### config.mk
export PLATFORM = sky130hd
export DESIGN_NAME = seven_seg_scan_driver_flat
export DESIGN_NICKNAME = d
export VERILOG_FILES = /design/src/rtl/seven_seg_scan_driver_if.sv /design/src/rtl/seven_seg_scan_driver.sv /design/src/flat_wrapper.sv
export SDC_FILE = /design/constraint.sdc
export NUM_CORES = 1
export LEC_CHECK = 0
export ABC_AREA = 1
export CORE_ASPECT_RATIO = 0.8
export CORE_MARGIN = 2
export CORE_UTILIZATION = 51
export CTS_CLUSTER_SIZE = 10
export DETAILED_ROUTE_END_ITERATION = 10
export PLACE_DENSITY = 0.76
export SLEW_MARGIN = 10
export SYNTH_ARGS = -nofsm -noshare
export SYNTH_HDL_FRONTEND = slang
export SYNTH_SLANG_ARGS = --single-unit
### constraint.sdc
create_clock -name clk -period 2.5 [get_ports clk]
set_input_delay 0.25 -clock clk [delete_from_list [all_inputs] [get_ports clk]]
set_output_delay 0.25 -clock clk [all_outputs]
set_load 0.01 [all_outputs]
### src/rtl/seven_seg_scan_driver_if.sv
// Bus bundle between the display driver and whatever feeds it glyphs.
// The master side supplies content; the slave side drives the pins.
interface seven_seg_scan_driver_if #(
    parameter int NUM_DIGITS = 4
);
    localparam int IDX_W = (NUM_DIGITS > 1) ? $clog2(NUM_DIGITS) : 1;

    logic                    enable;
    logic                    load;
    logic [5*NUM_DIGITS-1:0] digits_in;
    logic [NUM_DIGITS-1:0]   dp_in;
    logic [NUM_DIGITS-1:0]   blank_in;
    logic [NUM_DIGITS-1:0]   anode;
    logic [6:0]              cathode;
    logic                    dp;
    logic [IDX_W-1:0]        digit_idx;
    logic                    frame_done;

    modport master (
        output enable, load, digits_in, dp_in, blank_in,
        input  anode, cathode, dp, digit_idx, frame_done
    );

    modport slave (
        input  enable, load, digits_in, dp_in, blank_in,
        output anode, cathode, dp, digit_idx, frame_done
    );
endinterface

### src/rtl/seven_seg_scan_driver.sv
// Multiplexed common-anode seven-segment scanner with a frame-atomic
// shadow register, per-digit dp/blank and slot-start anti-ghost dead time.
module seven_seg_scan_driver #(
    parameter int NUM_DIGITS   = 4,
    parameter int REFRESH_DIV  = 100000,
    parameter int GHOST_CYCLES = 2
) (
    input  logic                     clk,
    input  logic                     reset,
    seven_seg_scan_driver_if.slave   bus
);
    localparam int IDX_W = (NUM_DIGITS > 1) ? $clog2(NUM_DIGITS) : 1;
    localparam int CNT_W = $clog2(REFRESH_DIV);

    localparam logic [CNT_W-1:0] CNT_LAST = CNT_W'(REFRESH_DIV - 1);
    localparam logic [CNT_W-1:0] GHOST    = CNT_W'(GHOST_CYCLES);
    localparam logic [IDX_W-1:0] IDX_LAST = IDX_W'(NUM_DIGITS - 1);
    localparam logic [4:0]       BLANK    = 5'h12;
    localparam logic [6:0]       DARK     = 7'h7F;

    logic [CNT_W-1:0]               cnt;
    logic [IDX_W-1:0]               idx;
    logic [NUM_DIGITS-1:0][4:0]     pend_glyph;
    logic [NUM_DIGITS-1:0][4:0]     act_glyph;
    logic [NUM_DIGITS-1:0]          pend_dp;
    logic [NUM_DIGITS-1:0]          pend_blank;
    logic [NUM_DIGITS-1:0]          act_dp;
    logic [NUM_DIGITS-1:0]          act_blank;
    logic                           pend_valid;
    logic                           wrap_q;

    logic                           slot_end;
    logic                           boundary;
    logic                           commit;
    logic                           lit;
    logic                           show;
    logic [NUM_DIGITS-1:0]          next_anode;
    logic [6:0]                     next_cathode;
    logic                           next_dp;
    logic [IDX_W-1:0]               next_idx;

    function automatic logic [6:0] glyph_seg(input logic [4:0] code);
        logic [6:0] seg;
        case (code)
            5'h00:   seg = 7'h40;
            5'h01:   seg = 7'h79;
            5'h02:   seg = 7'h24;
            5'h03:   seg = 7'h30;
            5'h04:   seg = 7'h19;
            5'h05:   seg = 7'h12;
            5'h06:   seg = 7'h02;
            5'h07:   seg = 7'h78;
            5'h08:   seg = 7'h00;
            5'h09:   seg = 7'h10;
            5'h0A:   seg = 7'h08;
            5'h0B:   seg = 7'h03;
            5'h0C:   seg = 7'h46;
            5'h0D:   seg = 7'h21;
            5'h0E:   seg = 7'h06;
            5'h0F:   seg = 7'h0E;
            5'h10:   seg = 7'h0C;
            5'h11:   seg = 7'h3F;
            default: seg = DARK;
        endcase
        return seg;
    endfunction

    assign slot_end = (cnt == CNT_LAST);
    assign boundary = bus.enable && slot_end && (idx == IDX_LAST);
    // While dark there is no frame to tear, so content commits at once.
    assign commit   = bus.enable ? boundary : 1'b1;

    // Prescaler and digit index; both parked at 0 while disabled.
    always_ff @(posedge clk or posedge reset) begin
        if (reset) begin
            cnt <= '0;
            idx <= '0;
        end else if (!bus.enable) begin
            cnt <= '0;
            idx <= '0;
        end else if (slot_end) begin
            cnt <= '0;
            idx <= (idx == IDX_LAST) ? '0 : idx + 1'b1;
        end else begin
            cnt <= cnt + 1'b1;
        end
    end

    // Shadow path: a load on the commit edge bypasses pending.
    always_ff @(posedge clk or posedge reset) begin
        if (reset) begin
            pend_glyph <= {NUM_DIGITS{BLANK}};
            pend_dp    <= '0;
            pend_blank <= '0;
            pend_valid <= 1'b0;
            act_glyph  <= {NUM_DIGITS{BLANK}};
            act_dp     <= '0;
            act_blank  <= '0;
        end else begin
            if (bus.load) begin
                pend_glyph <= bus.digits_in;
                pend_dp    <= bus.dp_in;
                pend_blank <= bus.blank_in;
            end
            if (commit && bus.load) begin
                act_glyph  <= bus.digits_in;
                act_dp     <= bus.dp_in;
                act_blank  <= bus.blank_in;
                pend_valid <= 1'b0;
            end else if (commit && pend_valid) begin
                act_glyph  <= pend_glyph;
                act_dp     <= pend_dp;
                act_blank  <= pend_blank;
                pend_valid <= 1'b0;
            end else if (bus.load) begin
                pend_valid <= 1'b1;
            end
        end
    end

    // Next pin values from the current slot position and active content.
    always_comb begin
        lit          = bus.enable && (cnt >= GHOST);
        show         = lit && !act_blank[idx];
        next_anode   = '1;
        next_cathode = DARK;
        next_dp      = 1'b1;
        next_idx     = '0;
        if (lit) begin
            next_anode = ~(NUM_DIGITS'(1) << idx);
        end
        if (show) begin
            next_cathode = glyph_seg(act_glyph[idx]);
            next_dp      = ~act_dp[idx];
        end
        if (bus.enable) begin
            next_idx = idx;
        end
    end

    // Output registers; frame_done trails the wrap by one edge so it
    // lines up with digit_idx first reading 0.
    always_ff @(posedge clk or posedge reset) begin
        if (reset) begin
            bus.anode      <= '1;
            bus.cathode    <= DARK;
            bus.dp         <= 1'b1;
            bus.digit_idx  <= '0;
            bus.frame_done <= 1'b0;
            wrap_q         <= 1'b0;
        end else begin
            bus.anode      <= next_anode;
            bus.cathode    <= next_cathode;
            bus.dp         <= next_dp;
            bus.digit_idx  <= next_idx;
            bus.frame_done <= wrap_q && bus.enable;
            wrap_q         <= boundary;
        end
    end
endmodule

### src/flat_wrapper.sv
// flat-port wrapper written by rule: the top's interface ports become plain ports
module seven_seg_scan_driver_flat 
#(
    parameter int NUM_DIGITS   = 4,
    parameter int REFRESH_DIV  = 100000,
    parameter int GHOST_CYCLES = 2
)
  (clk, reset, bus_enable, bus_load, bus_digits_in, bus_dp_in, bus_blank_in, bus_anode, bus_cathode, bus_dp, bus_digit_idx, bus_frame_done);
  seven_seg_scan_driver_if #(.NUM_DIGITS(NUM_DIGITS)) bus_i ();
  input  logic clk;
  input  logic reset;
  input wire logic [$bits(bus_i.enable)-1:0] bus_enable;
  input wire logic [$bits(bus_i.load)-1:0] bus_load;
  input wire logic [$bits(bus_i.digits_in)-1:0] bus_digits_in;
  input wire logic [$bits(bus_i.dp_in)-1:0] bus_dp_in;
  input wire logic [$bits(bus_i.blank_in)-1:0] bus_blank_in;
  output wire logic [$bits(bus_i.anode)-1:0] bus_anode;
  output wire logic [$bits(bus_i.cathode)-1:0] bus_cathode;
  output wire logic [$bits(bus_i.dp)-1:0] bus_dp;
  output wire logic [$bits(bus_i.digit_idx)-1:0] bus_digit_idx;
  output wire logic [$bits(bus_i.frame_done)-1:0] bus_frame_done;
  assign bus_i.enable = bus_enable;
  assign bus_i.load = bus_load;
  assign bus_i.digits_in = bus_digits_in;
  assign bus_i.dp_in = bus_dp_in;
  assign bus_i.blank_in = bus_blank_in;
  assign bus_anode = bus_i.anode;
  assign bus_cathode = bus_i.cathode;
  assign bus_dp = bus_i.dp;
  assign bus_digit_idx = bus_i.digit_idx;
  assign bus_frame_done = bus_i.frame_done;
  seven_seg_scan_driver #(.NUM_DIGITS(NUM_DIGITS), .REFRESH_DIV(REFRESH_DIV), .GHOST_CYCLES(GHOST_CYCLES)) u_core (.clk(clk), .reset(reset), .bus(bus_i));
endmodule
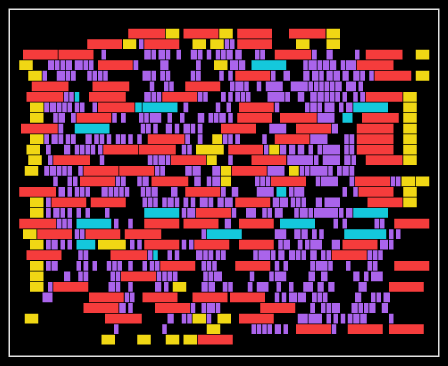
*Placed cells, one color a class*
color	class	cells	share of their area
cyan	clock drivers and dummy loads	16	5.6%
purple	combinational and other logic	473	40%
yellow	other buffers and delay cells	54	10%
red	flops	92	44%

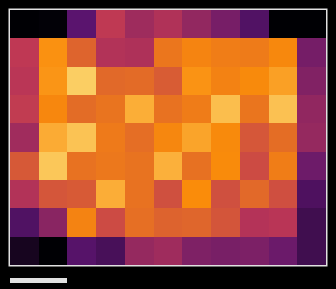
*Cell area per tile*
Scale bar: 20 um. The die is cut into 11 by 9 equal tiles; black is low, pale yellow is high, 0 to 100% covered.
nearly empty tiles	5.1%
fullest tile	89%
mean over tiles	54%

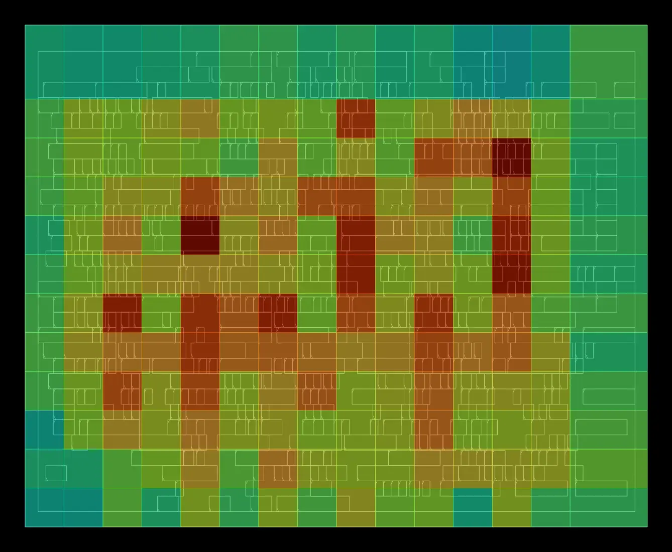
*Congestion heat map*
total global-route track usage: 0.2224
grt met1 use: 0.2920
post-detailed-route wirelength per cell: 13.12 um
global route hottest layer: met2

==> run summary <==
Physical implementation status

The clock period minus final worst setup slack stands at 2.031 ns. According to the hold report, the worst path is of the input pin to asynchronous set/reset pin type. The relative area change from synthesis to final layout stands at 18.92%.

The switching share of power stands at 0.2581. Of the cells placed in the final design, the portion with a size suffix greater than 1 is 0.1150. The top cell type's share of synthesized area stands at 0.3475. In the routed layout, each cell is associated on average with a via count of 5.091. The number of distinct library cells after synthesis stands at 32. The post-synth tally of flip-flops with integrated enable stands at 0.

The clock tree has to reach 92 sinks. The final hold violation count stands at 0. In this run, CTS created clock tree buffers numbering 9. The via count of the routed design stands at 3,803.

In this run the power spent charging and discharging nets is between 0.9 and 1 mW. The commonest cells after synthesis are nand2_1, nor2_1, dfrtp_1. Global routing finished with a remaining overflow of 0. The worst-case max-slew headroom was logged as 0.5273. The remaining number of nets flagged by the antenna check after routing stands at 0.

The OpenROAD report gives the critical path a data arrival time of 2.28 ns. The first global-routing pass estimated 16,900 um of wire. In the floorplan report the effective utilization is 0.5338. The utilization after layout stands at 0.6348. For this run, the final setup violation count is recorded as 0. The number of cells in the yosys synthesis report stands at about 590.

The number of iterations in the first detailed-routing pass stands at 5. The number of maximum-capacitance constraint violations stands at 0. In the CTS report, the clock slew at the register clock pins of the worst setup and hold paths is listed as 0.07 ns. The worst setup path is captured at a flop. The summed negative setup slack over all endpoints stands at 0 ns.

The worst register-to-register path depth is 9. The power report attributes to the clock group a share of 0.373. The synthesis-stage register bit count stands at 92. For this run, the register share of the synthesized area comes to 0.5072. For this design, the CTS-stage hold fixing added 0 buffers. In this run, the number of DRC markers left after iteration 0 of detailed routing was about 210. The flow ran to the end, and the final reports show no timing, DRC or antenna violations. The clock passes through at most 2 buffers. The power report attributes to the sequential group a share of 0.478. In this run the power density over the cells is 654.3 nW/um^2. The H-tree was split into 3 levels. The internal power of the cells totals ~2.7 mW. The post-cts sizing count stands at 0. nand2_1 is the most common cell in the netlist. The slack of the worst reg-to-reg path stands at 0.47 ns.

The floorplan step set the die width to 110.3 um. Sorting the synthesized cells by area gives the leading types as dfrtp_1, dfstp_2, nand2_1, nor2_1, inv_1. The overall die height stands at 89.02 um. Entering global routing, the biggest net connects 46 pins. Per the synth stats, the flop cell with the highest instance count is dfrtp_1.

After filler insertion, the fill cell instance count of the layout stands at between 700 and 800. Per the OpenROAD floorplan log, the area of the die is 9817 um^2. The count of buffers from port buffering stands at 46. The wire length recorded after detailed routing is 9797 um. The clock reaches the later pin of the worst-skew pair after 0.34 ns. Warnings reported by Yosys during synthesis add up to 0. After synthesis the cells add up to 4608 um^2. The worst slack on hold paths stands at 0.3562 ns. The largest total area in the synthesized netlist belongs to dfrtp_1.

At the pin with the least slew margin, the transition time is 0.7091 ns. For reference, the most critical setup path is categorized as flop to flop. The maximum vdd ir drop stands at 0.5463 mV. For this design the top-level I/O count stands at 47. The final max-slew violation count stands at 0. Per the synth stats, the proportion of register bits with asynchronous set or reset is 1.000. TritonCTS built the clock tree. The core region area stands at between 8000 and 9000 um^2. For this run, the script counts the antenna cells in the layout as 0. The timing-limited maximum frequency stands at 492.4 MHz. For reference, the critical path is launched at u_core.idx[1].

In this run the critical register-to-register path is launched from u_core.idx[1]. Dividing the synthesized area by the synthesized cell count gives 7.864 um^2. The chip area from the yosys synthesis statistics stands at 4608 um^2. The worst path required time stands at 2.75 ns. The top fanout value on the critical path stands at 11. The post-layout net count stands at roughly 670. The post-synthesis net count stands at 630.
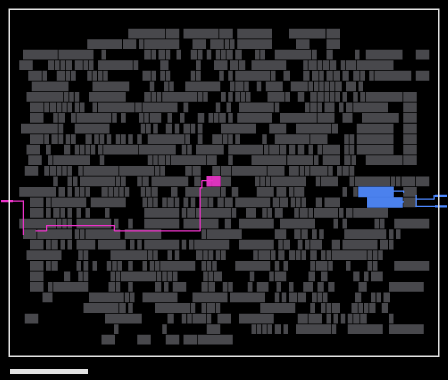
*Wires at chosen ports, followed through buffers*
Scale bar: 20 um.
color	port	bits	direction	end cells	buffers	wire
magenta	bus_load	1	input	2	1	72.8 um
blue	bus_digit_idx	2	output	2	2	18.2 um

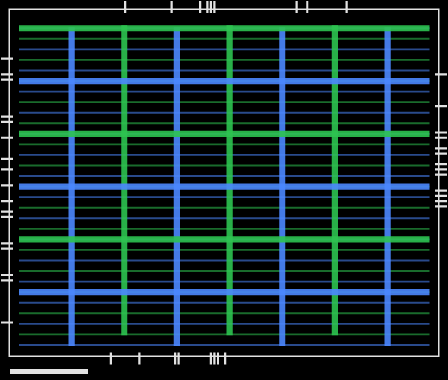
*Floorplan with the power grid*
Scale bar: 20 um. Pins as bars on the die edge.
color	net
blue	VSS
green	VDD
signal pins	47
met4 straps	7
met5 straps	6

## worst min path at each step
| stage | from | endpoint | slack (ns) | cells past startpoint |
|---|---|---|---|---|
| global route | reset | u_core.act_blank[2] | 0.41 | 2 |
| finish | reset | u_core.act_blank[2] | 0.36 | 2 |
| floorplan | u_core.wrap_q | u_core.bus.frame_done | 0.41 | 2 |
| detailed placement | u_core.wrap_q | u_core.bus.frame_done | 0.43 | 2 |
| global placement | u_core.wrap_q | u_core.bus.frame_done | 0.42 | 2 |
| CTS | reset | u_core.act_blank[2] | 0.37 | 2 |
## placed cells by master (no fill, tap or decap), types with 2 or more instances in the layout
master	synthesis	layout
nand2_1	190	190
nor2_1	78	78
dfrtp_1	64	64
inv_1	60	59
clkdlybuf4s50_1	0	46
a21oi_1	37	37
nand3_1	28	28
dfstp_2	28	28
nor2_2	13	13
o21ai_0	12	12
ha_1	12	12
clkbuf_16	0	9
xor2_1	6	6
nor3_1	6	6
buf_4	0	6
o211ai_1	4	4
inv_2	3	3
nand4_1	3	3
nor4_1	3	3
o21ai_1	3	3
o22ai_1	3	3
clkinvlp_4	0	3
nand2_2	2	2
nor3b_1	2	2
clkbuf_1	6	2
buf_12	0	2
## area by class of cell
type                    instances  area, um^2  area share
clock buffers                  12       246.5     0.04498
clock inverters                 4       50.05    0.009132
inverters                      64       244.0     0.04452
multi-input cells             409        1917      0.3498
flip-flops and latches         92        2337      0.4265
well taps                     112       140.1     0.02557
repair buffers                 54       545.5     0.09954
## cell families after synthesis
logic type      share of synthesized area
simple gates                       0.2954
flops                              0.5072
buf+inv                           0.07684
compound gates                    0.07657
fa+ha+maj                         0.03258
xor+xnor                          0.01140
## power by group through the flow
stage	logic, mW	registers, mW	clock network (mW)
floorplan	0.358	1.72	0
global placement	0.514	1.73	0
detailed placement	0.534	1.74	0
CTS	0.539	1.71	1.38
global route	0.617	1.72	1.43
finish	0.535	1.71	1.34
## worst max-delay path: stages (launching register included)
cell and delay [ns]:
dfrtp_1 0.52, inv_2 0.25, nand3_1 0.14, nand2_1 0.25, inv_1 0.13, ha_1 0.23, nand2_1 0.11, o21ai_0 0.09
o21ai_1 0.12, nand2_1 0.08
## per-stage QoR
| stage | instances | setup WS, ns | area, um^2 |
|---|---|---|---|
| 5_1_grt | 747 | 0.2997 | 5480 |
| 6_report | 747 | 0.4690 | 5480 |
| 4_1_cts | 747 | 0.4839 | 5480 |
| 3_3_place_gp | 731 | 0.5791 | 5184 |
| 3_5_place_dp | 731 | 0.5154 | 5184 |
| 2_1_floorplan | 586 | 0.7754 | 4612 |
## sequential cells by signal (all words and copies together), names as in the netlist
register,flops
u_core.act_glyph,20
u_core.pend_glyph,20
u_core.cnt,17
u_core.bus.cathode,7
u_core.act_blank,4
u_core.act_dp,4
u_core.bus.anode,4
u_core.pend_blank,4
u_core.pend_dp,4
u_core.bus.digit_idx,2
u_core.idx,2
u_core.bus.dp,1
u_core.bus.frame_done,1
u_core.pend_valid,1
u_core.wrap_q,1
## metal layers
layer	vias to the layer above	global-route usage	wire length (um)
li1	1912	-	-
met1	1779	0.2920	4621
met2	99	0.3586	4602
met3	13	0.05904	441
met4	0	0.08068	130
met5	-	0	0
Power is estimated from default activity; no workload was simulated.
